`src/rtl/fifo_burst_reader.sv`:
```
// Read-side burst master for the FIFO: issues credit-limited read requests and
// presents the returned words as a valid/ready stream through a 2-entry skid buffer.
module fifo_burst_reader #(
  parameter int DW = 8,
  parameter int LW = 16
) (
  input  logic          clk,
  input  logic          reset,
  input  logic          start,
  input  logic [LW-1:0] len,
  output logic          busy,
  output logic          done,
  input  logic          ffrempty,
  output logic          ffrreq,
  input  logic [DW-1:0] ffrdata,
  input  logic          ffrvld,
  output logic          m_valid,
  input  logic          m_ready,
  output logic [DW-1:0] m_data,
  output logic          m_last,
  output logic [LW-1:0] xfer_cnt
);

  typedef enum logic [1:0] {IDLE, RUN, FIN} state_t;

  state_t        state, state_nxt;
  logic [LW-1:0] len_q, issued;
  logic [1:0]    occ;
  logic          inflight, zdone;
  logic [DW-1:0] ent1;
  logic          pop, push, at_last, last_hs;
  logic [2:0]    credit;

  assign pop     = m_valid & m_ready;
  // Late ffrvld while idle is left over from a burst cut short by reset.
  assign push    = ffrvld & (state != IDLE);
  assign m_valid = (occ != 2'd0);
  assign at_last = (xfer_cnt == len_q - LW'(1));
  assign m_last  = m_valid & at_last;
  assign last_hs = (state == RUN) & pop & at_last;
  assign busy    = (state != IDLE);
  assign done    = (state == FIN) | zdone;

  // Words held plus the one in flight must leave room for the next return;
  // a pop this cycle frees a slot in time for it.
  assign credit  = {1'b0, occ} + {2'b00, inflight};
  assign ffrreq  = (state == RUN) & ~ffrempty & (issued < len_q)
                 & (credit < (3'd2 + {2'b00, pop}));

  always_comb begin
    state_nxt = state;
    case (state)
      IDLE:    if (start && len != '0) state_nxt = RUN;
      RUN:     if (last_hs) state_nxt = FIN;
      FIN:     state_nxt = IDLE;
      default: state_nxt = IDLE;
    endcase
  end

  always_ff @(posedge clk or posedge reset) begin
    if (reset) begin
      state    <= IDLE;
      len_q    <= '0;
      issued   <= '0;
      xfer_cnt <= '0;
      occ      <= 2'd0;
      inflight <= 1'b0;
      zdone    <= 1'b0;
      m_data   <= '0;
      ent1     <= '0;
    end else begin
      state    <= state_nxt;
      inflight <= ffrreq;
      zdone    <= (state == IDLE) & start & (len == '0);

      if (state == IDLE && start) begin
        issued   <= '0;
        xfer_cnt <= '0;
        if (len != '0) len_q <= len;
      end else begin
        if (ffrreq) issued   <= issued + LW'(1);
        if (pop)    xfer_cnt <= xfer_cnt + LW'(1);
      end

      // m_data is the head entry; ent1 is the second slot.
      if (push && (occ == 2'd0 || (occ == 2'd1 && pop)))
        m_data <= ffrdata;
      else if (pop && occ == 2'd2)
        m_data <= ent1;
      if (push && (occ == 2'd2 || (occ == 2'd1 && !pop)))
        ent1 <= ffrdata;

      if (push && !pop)      occ <= occ + 2'd1;
      else if (pop && !push) occ <= occ - 2'd1;
    end
  end

endmodule

```
`config.mk`:
```
export PLATFORM = sky130hd
export DESIGN_NAME = fifo_burst_reader
export DESIGN_NICKNAME = d
export VERILOG_FILES = /design/src/rtl/fifo_burst_reader.sv
export SDC_FILE = /design/constraint.sdc
export NUM_CORES = 1
export LEC_CHECK = 0
export CAP_MARGIN = 0
export CORE_UTILIZATION = 50
export CTS_CLUSTER_SIZE = 16
export DETAILED_ROUTE_END_ITERATION = 16
export HOLD_SLACK_MARGIN = 0.1
export PLACE_DENSITY_LB_ADDON = 0.1
export REMOVE_ABC_BUFFERS = 1
export SKIP_CTS_REPAIR_TIMING = 1
export SYNTH_ARGS = -nofsm -noshare
export SYNTH_HDL_FRONTEND = slang
export SYNTH_SLANG_ARGS = --single-unit
```
`constraint.sdc`:
```
create_clock -name clk -period 2.4 [get_ports clk]
set_input_delay 0.48 -clock clk [delete_from_list [all_inputs] [get_ports clk]]
set_output_delay 0.48 -clock clk [all_outputs]
set_load 0.01 [all_outputs]
```
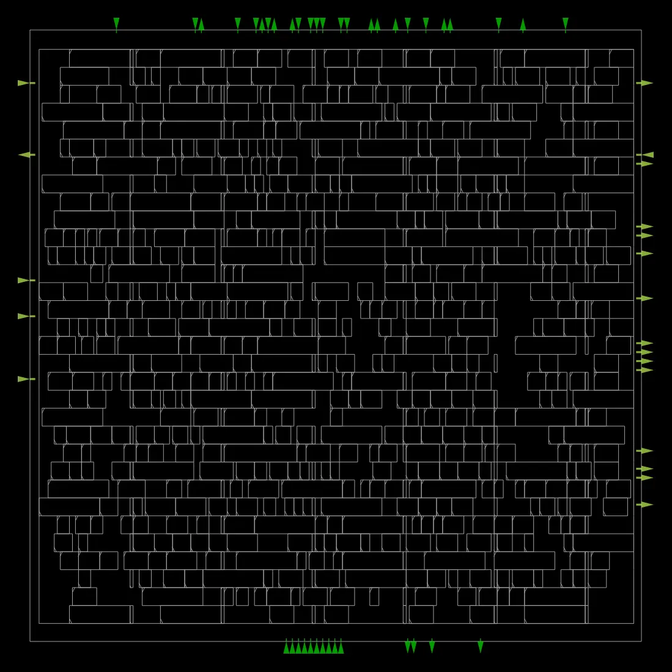
Run 1: cell outlines without signal wires
Seq/total area: 30.23%
number of cell rows: 32
final standard cell count with taps included and fillers excluded: 692
area of the core region: 0.007848 mm2

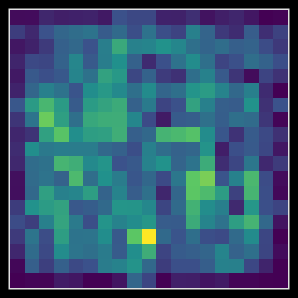
Run 1: wire density map
Drawn at 3 px/um. 19 x 19 tiles, from dark purple (low) to yellow (high), scaled to the fullest tile. Values are wire area over tile area, all layers added.
17% of the tiles are over half the peak. The mean over all tiles is 0.19. 4.7% of the tiles are nearly empty. The fullest tile reaches 0.60.

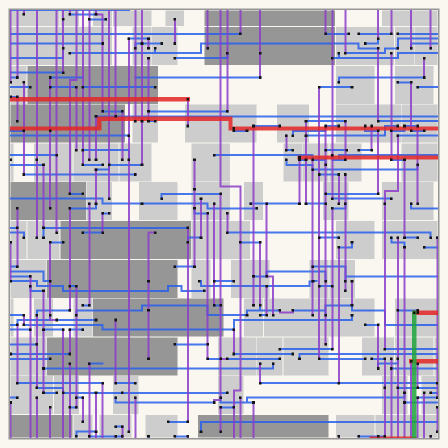
Run 1: zoomed window
Region (31, 31) to (61, 61) um. Cells in gray, sequential cells in the stronger gray; small squares are vias.
Key: purple = M2; red = M3; blue = M1; green = M4
Most frequent: buf_4 (14), dfrtp_1 (9), o21ai_0 (6). Netlist names of flops here include `len_q` (6), `state` (2). Sequential cells in the window: 9. 67 logic cells have their middle in the window.

==> results.cfg, run 1 <==
; physical design summary
[cts]
worst_skew_late_latency_ns = 0.35
numCtsBuffers = 9
clock_path_buffers = 2

[synthesis]
postSynthCellCount = 444
synth_xor_xnor_area_share_pct = 7.360
post_synth_mux_share_pct = 5.109
flop_cell = sky130_fd_sc_hd__dfrtp_1
netlist_logic_family_top = simple AND/OR/NAND/NOR gates
yosys_register_bits = 70
synthArstFlopShare_pct = 100.0
synthesis.area_mm2 = 0.004114
post_synth_fa_ha_maj_area_fraction_pct = 7.299
area_leaders = sky130_fd_sc_hd__dfrtp_1 43%, sky130_fd_sc_hd__ha_1 7.3%, sky130_fd_sc_hd__nand2_1 4.6%

[global_route]
track_usage_pct = 25.67
antenna_found_initial = 0
globalRouteMet3Util_pct = 3.284
gr-total-overflow = 0
grt_pass1_wl_mm = 17.13
via_count_of_the_first_global_routing_pass = 3641

[setup_path]
slowest_delay_ns = 0.40
worstSetupEndpoint = m_last
most_common_cell_type_on_the_critical_path = sky130_fd_sc_hd__buf_4
endpoint_kind = output pin
critical_path.cell_chain = inv_2, ha_2, nor3b_2, buf_4, buf_4, a211o_1, o21ai_1, and4_1, nand3_2, nor2_1, buf_2
worstPathMaxFanout = 7
crit_slowest_cell = sky130_fd_sc_hd__dfrtp_1
critical_path.n_buffers_inverters = 4
worst_path_dominant_cell_family = simple AND/OR/NAND/NOR gates

[power_and_ir_drop]
pwr_density_cell_mw_per_mm2 = 992.0
largestPowerGroup = combinational cells
clockNetworkPower_mw = 1.11
total_leakage_power_nw = 2.674
power.share.sequential_pct = 31.3
internal_power_mw = 3.636

[placement]
portBuffers = 58

[timing]
hold_viol_final = 0
worst-slew-pin-transition_ns = 0.5101
relSlewSlack_pct = 65.91
setup_viol = 5
final-max-slew-violation-count = 0
timing.final.crit_share_pct = 120.3
setup_ws_ns = -0.4862

[final_layout]
core_occupancy_in_the_finished_layout_pct = 73.84
multi_input_comb_area_mm2 = 0.002291
clock_tree_area_fraction_pct = 4.016
layout.non_clock_buffers = 144
number_of_antenna_diodes = 0
finalInstanceArea_mm2 = 0.005794
area_growth_pct = 40.85

[flow_run]
maxCapViolCount = 0

[detailed_routing]
routed-wl-met3_um = 298
wl_met2_mm = 5.363
wirelength_met1_mm = 5.006

[outcome]
failed_checks = negative setup slack
run_status = finished with violations

[floorplan]
tapcell.inserted = 102
die_h_um = 92.71
## run 1: cell usage after synthesis, types with 12 or more instances
cell type / number
sky130_fd_sc_hd__a21oi_1: 26
sky130_fd_sc_hd__clkbuf_1: 12
sky130_fd_sc_hd__dfrtp_1: 70
sky130_fd_sc_hd__ha_1: 24
sky130_fd_sc_hd__inv_1: 32
sky130_fd_sc_hd__mux2i_1: 12
sky130_fd_sc_hd__nand2_1: 50
sky130_fd_sc_hd__nand3_1: 17
sky130_fd_sc_hd__nand4_1: 14
sky130_fd_sc_hd__nor2_1: 30
sky130_fd_sc_hd__o21ai_0: 30
sky130_fd_sc_hd__xnor2_1: 13
sky130_fd_sc_hd__xor2_1: 19
Run 1, routed metal, one color a layer:
Drawn at 4 px/um. Only two layers are drawn.
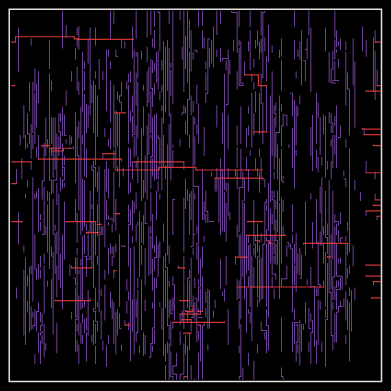

==> run 1 -> run 2 <==
--- a/config.mk
+++ b/config.mk
@@ -6,6 +6,7 @@
 export NUM_CORES = 1
 export LEC_CHECK = 0
 export CAP_MARGIN = 0
+export CORE_MARGIN = 3
 export CORE_UTILIZATION = 50
 export CTS_CLUSTER_SIZE = 16
 export DETAILED_ROUTE_END_ITERATION = 16
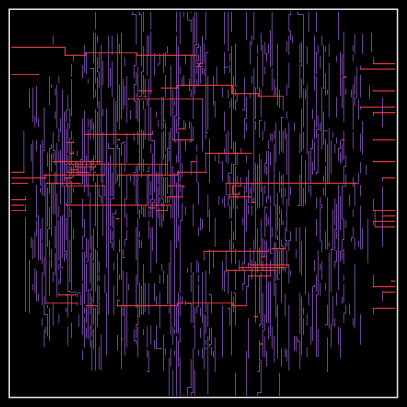
Run 2: routed metal, one color a layer
Drawn at 4 px/um. Only two layers are drawn.
Key: purple = M2 [wire length 5570 um]; red = M3 [wire length 552 um]

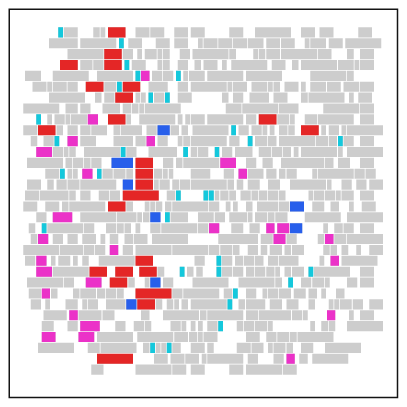
Run 2: logic cells by family
Drawn at 4 px/um.
Key: cyan = inv cells [cells 33]; blue = non-inverting ao/oa cells [cells 8]; red = fa/ha/maj cells [cells 24]; magenta = and/or cells [cells 27]

==> run 2 against run 1 <==
Net effect:
- the flow still finishes with violations (negative setup slack)
- setup slack worse by 0.055 ns
- core utilization is 0.89 points higher
- sequential power hardly changed
- sequential cell count stayed put
- non-clock buffer count is 5 higher
- wire length is 4.1% higher
- combinational power is 3% higher
- highest routed layer unchanged
- clock skew is 0.0016 ns higher
- synthesized cell count stayed put
==> results.cfg, run 2 <==
; physical design summary
[floorplan]
floorplan.rows = 32
chip_area_mm2 = 0.009352
die_h_um = 96.71
die_width_um = 96.71
area_of_the_core_region_mm2 = 0.007848
tapcell.inserted = 102

[timing]
setup_ws_ns = -0.5410
final-max-slew-violation-count = 0
timing.final.crit_share_pct = 122.5
worst-slew-pin-transition_ns = 0.4936
final.setup_skew_ns = 0.008298
hold_viol_final = 0
setup_viol = 7
relSlewSlack_pct = 67.02

[cts]
htree_num_levels = 3
clock_path_buffers = 2
register_clock_pin_slew_on_the_reported_worst_setup_and_hold_paths_ns = 0.08
worst_skew_late_latency_ns = 0.36
cts_sinks = 70
numCtsBuffers = 9

[placement]
hpwl_mm = 7.882
portBuffers = 58
place.gp.congestion = 0.8724

[synthesis]
synth.distinct_cells = 45
synth_xor_xnor_area_share_pct = 7.360
post_synth_mux_share_pct = 5.109
seq_area_frac_synth_pct = 42.58
netlist_logic_family_top = simple AND/OR/NAND/NOR gates
yosys_register_bits = 70
area_leaders = sky130_fd_sc_hd__dfrtp_1 43%, sky130_fd_sc_hd__ha_1 7.3%, sky130_fd_sc_hd__nand2_1 4.6%
most_common_cell = sky130_fd_sc_hd__dfrtp_1
synthArstFlopShare_pct = 100.0
synth-cells-yosys = 444
synth.top_cells.by_count = 70 x sky130_fd_sc_hd__dfrtp_1, 50 x sky130_fd_sc_hd__nand2_1, 32 x sky130_fd_sc_hd__inv_1
yosys.area.top_type_share_pct = 42.58
flop_cell = sky130_fd_sc_hd__dfrtp_1
postSynthCellCount = 444
synthesis.area_mm2 = 0.004114
post_synth_fa_ha_maj_area_fraction_pct = 7.299
synth-edff-count = 0

[final_layout]
clock_tree_area_fraction_pct = 3.222
layout_top_registers = issued x16, len_q x16, xfer_cnt x16
final_layout_top_logic_cell = sky130_fd_sc_hd__buf_4
area_growth_pct = 42.55
comb_area_share_pct = 40.28
most_frequent_cells_in_the_layout = 83 x sky130_fd_sc_hd__buf_4, 70 x sky130_fd_sc_hd__dfrtp_1, 56 x sky130_fd_sc_hd__clkdlybuf4s50_1
core_occupancy_in_the_finished_layout_pct = 74.73
flops = 70
area.sequential_mm2 = 0.001752
multi_input_comb_area_mm2 = 0.002362
layout.clock_buffers = 9
layout.non_clock_buffers = 149
number_of_antenna_diodes = 0
seqAreaFraction_pct = 29.87

[detailed_routing]
drt-pass1-iter-count = 5
wirelength_met1_mm = 4.960
routed-wl-met3_um = 552
route.detailed.vias_per_inst = 5.603
vias = 3905
wl_met2_mm = 5.574

[power_and_ir_drop]
power.share.sequential_pct = 31.7
total_leakage_power_nw = 2.682
internal_power_mw = 3.523
pwr_density_cell_mw_per_mm2 = 966.7
vdd.ir_drop.worst_v = 0.0006149

[global_route]
track_usage_pct = 22.96
grt_pass1_wl_mm = 17.73
globalRouteMet3Util_pct = 3.749
gr-total-overflow = 0
grtUsageMet1_pct = 31.16
grt_most_used_layer = met2
antenna_found_initial = 0
via_count_of_the_first_global_routing_pass = 3751

[setup_path]
slowest_delay_ns = 0.57
worst_path_dominant_cell_family = simple AND/OR/NAND/NOR gates
timing.rr.end = issued[3]
worst_ep_arrival_time_ns = 2.46
reg2reg_from = len_q[1]
critical_path.cell_chain = or4_4, o32ai_4, o211ai_1, nor4b_2, nand3_1, nor2_1, buf_2
endpoint_kind = output pin
r2r_cells = 9
worstPathMaxFanout = 3
critical_path.n_buffers_inverters = 1
crit_slowest_cell = sky130_fd_sc_hd__or4_4
worstSetupEndpoint = m_last

[flow_run]
maxCapViolCount = 0
openroad_warning_count = 28

[worst_hold_path]
min_path_type = reg2reg

[outcome]
failed_checks = negative setup slack
run_status = finished with violations
[run 2: power groups by stage]
stage                     clock, mW  sequential [mW]  combinational [mW]
final                         0.951             1.80                2.92
after global routing           1.01             1.84                3.22
after CTS                     0.960             1.79                2.61
after detailed placement          0             1.82                2.59
after global placement            0             1.79                2.50
after floorplan                   0             1.91                1.24
[run 2: stage by stage]
stage / setup WS (ns) / instance area (um2) / power, mW / std cells / TNS, ns
2_1_floorplan: -0.2351 / 4059 / 3.148 / 430 / -1.907
3_3_place_gp: -0.5296 / 5385 / 4.291 / 669 / -2.257
3_5_place_dp: -0.5683 / 5385 / 4.409 / 669 / -2.527
4_1_cts: -0.9681 / 5574 / 5.366 / 685 / -1.862
5_1_grt: -0.7284 / 5864 / 6.068 / 697 / -1.726
6_report: -0.5410 / 5864 / 5.669 / 697 / -0.8577
Power figures rest on the tool's default switching activity, not on a simulated workload.
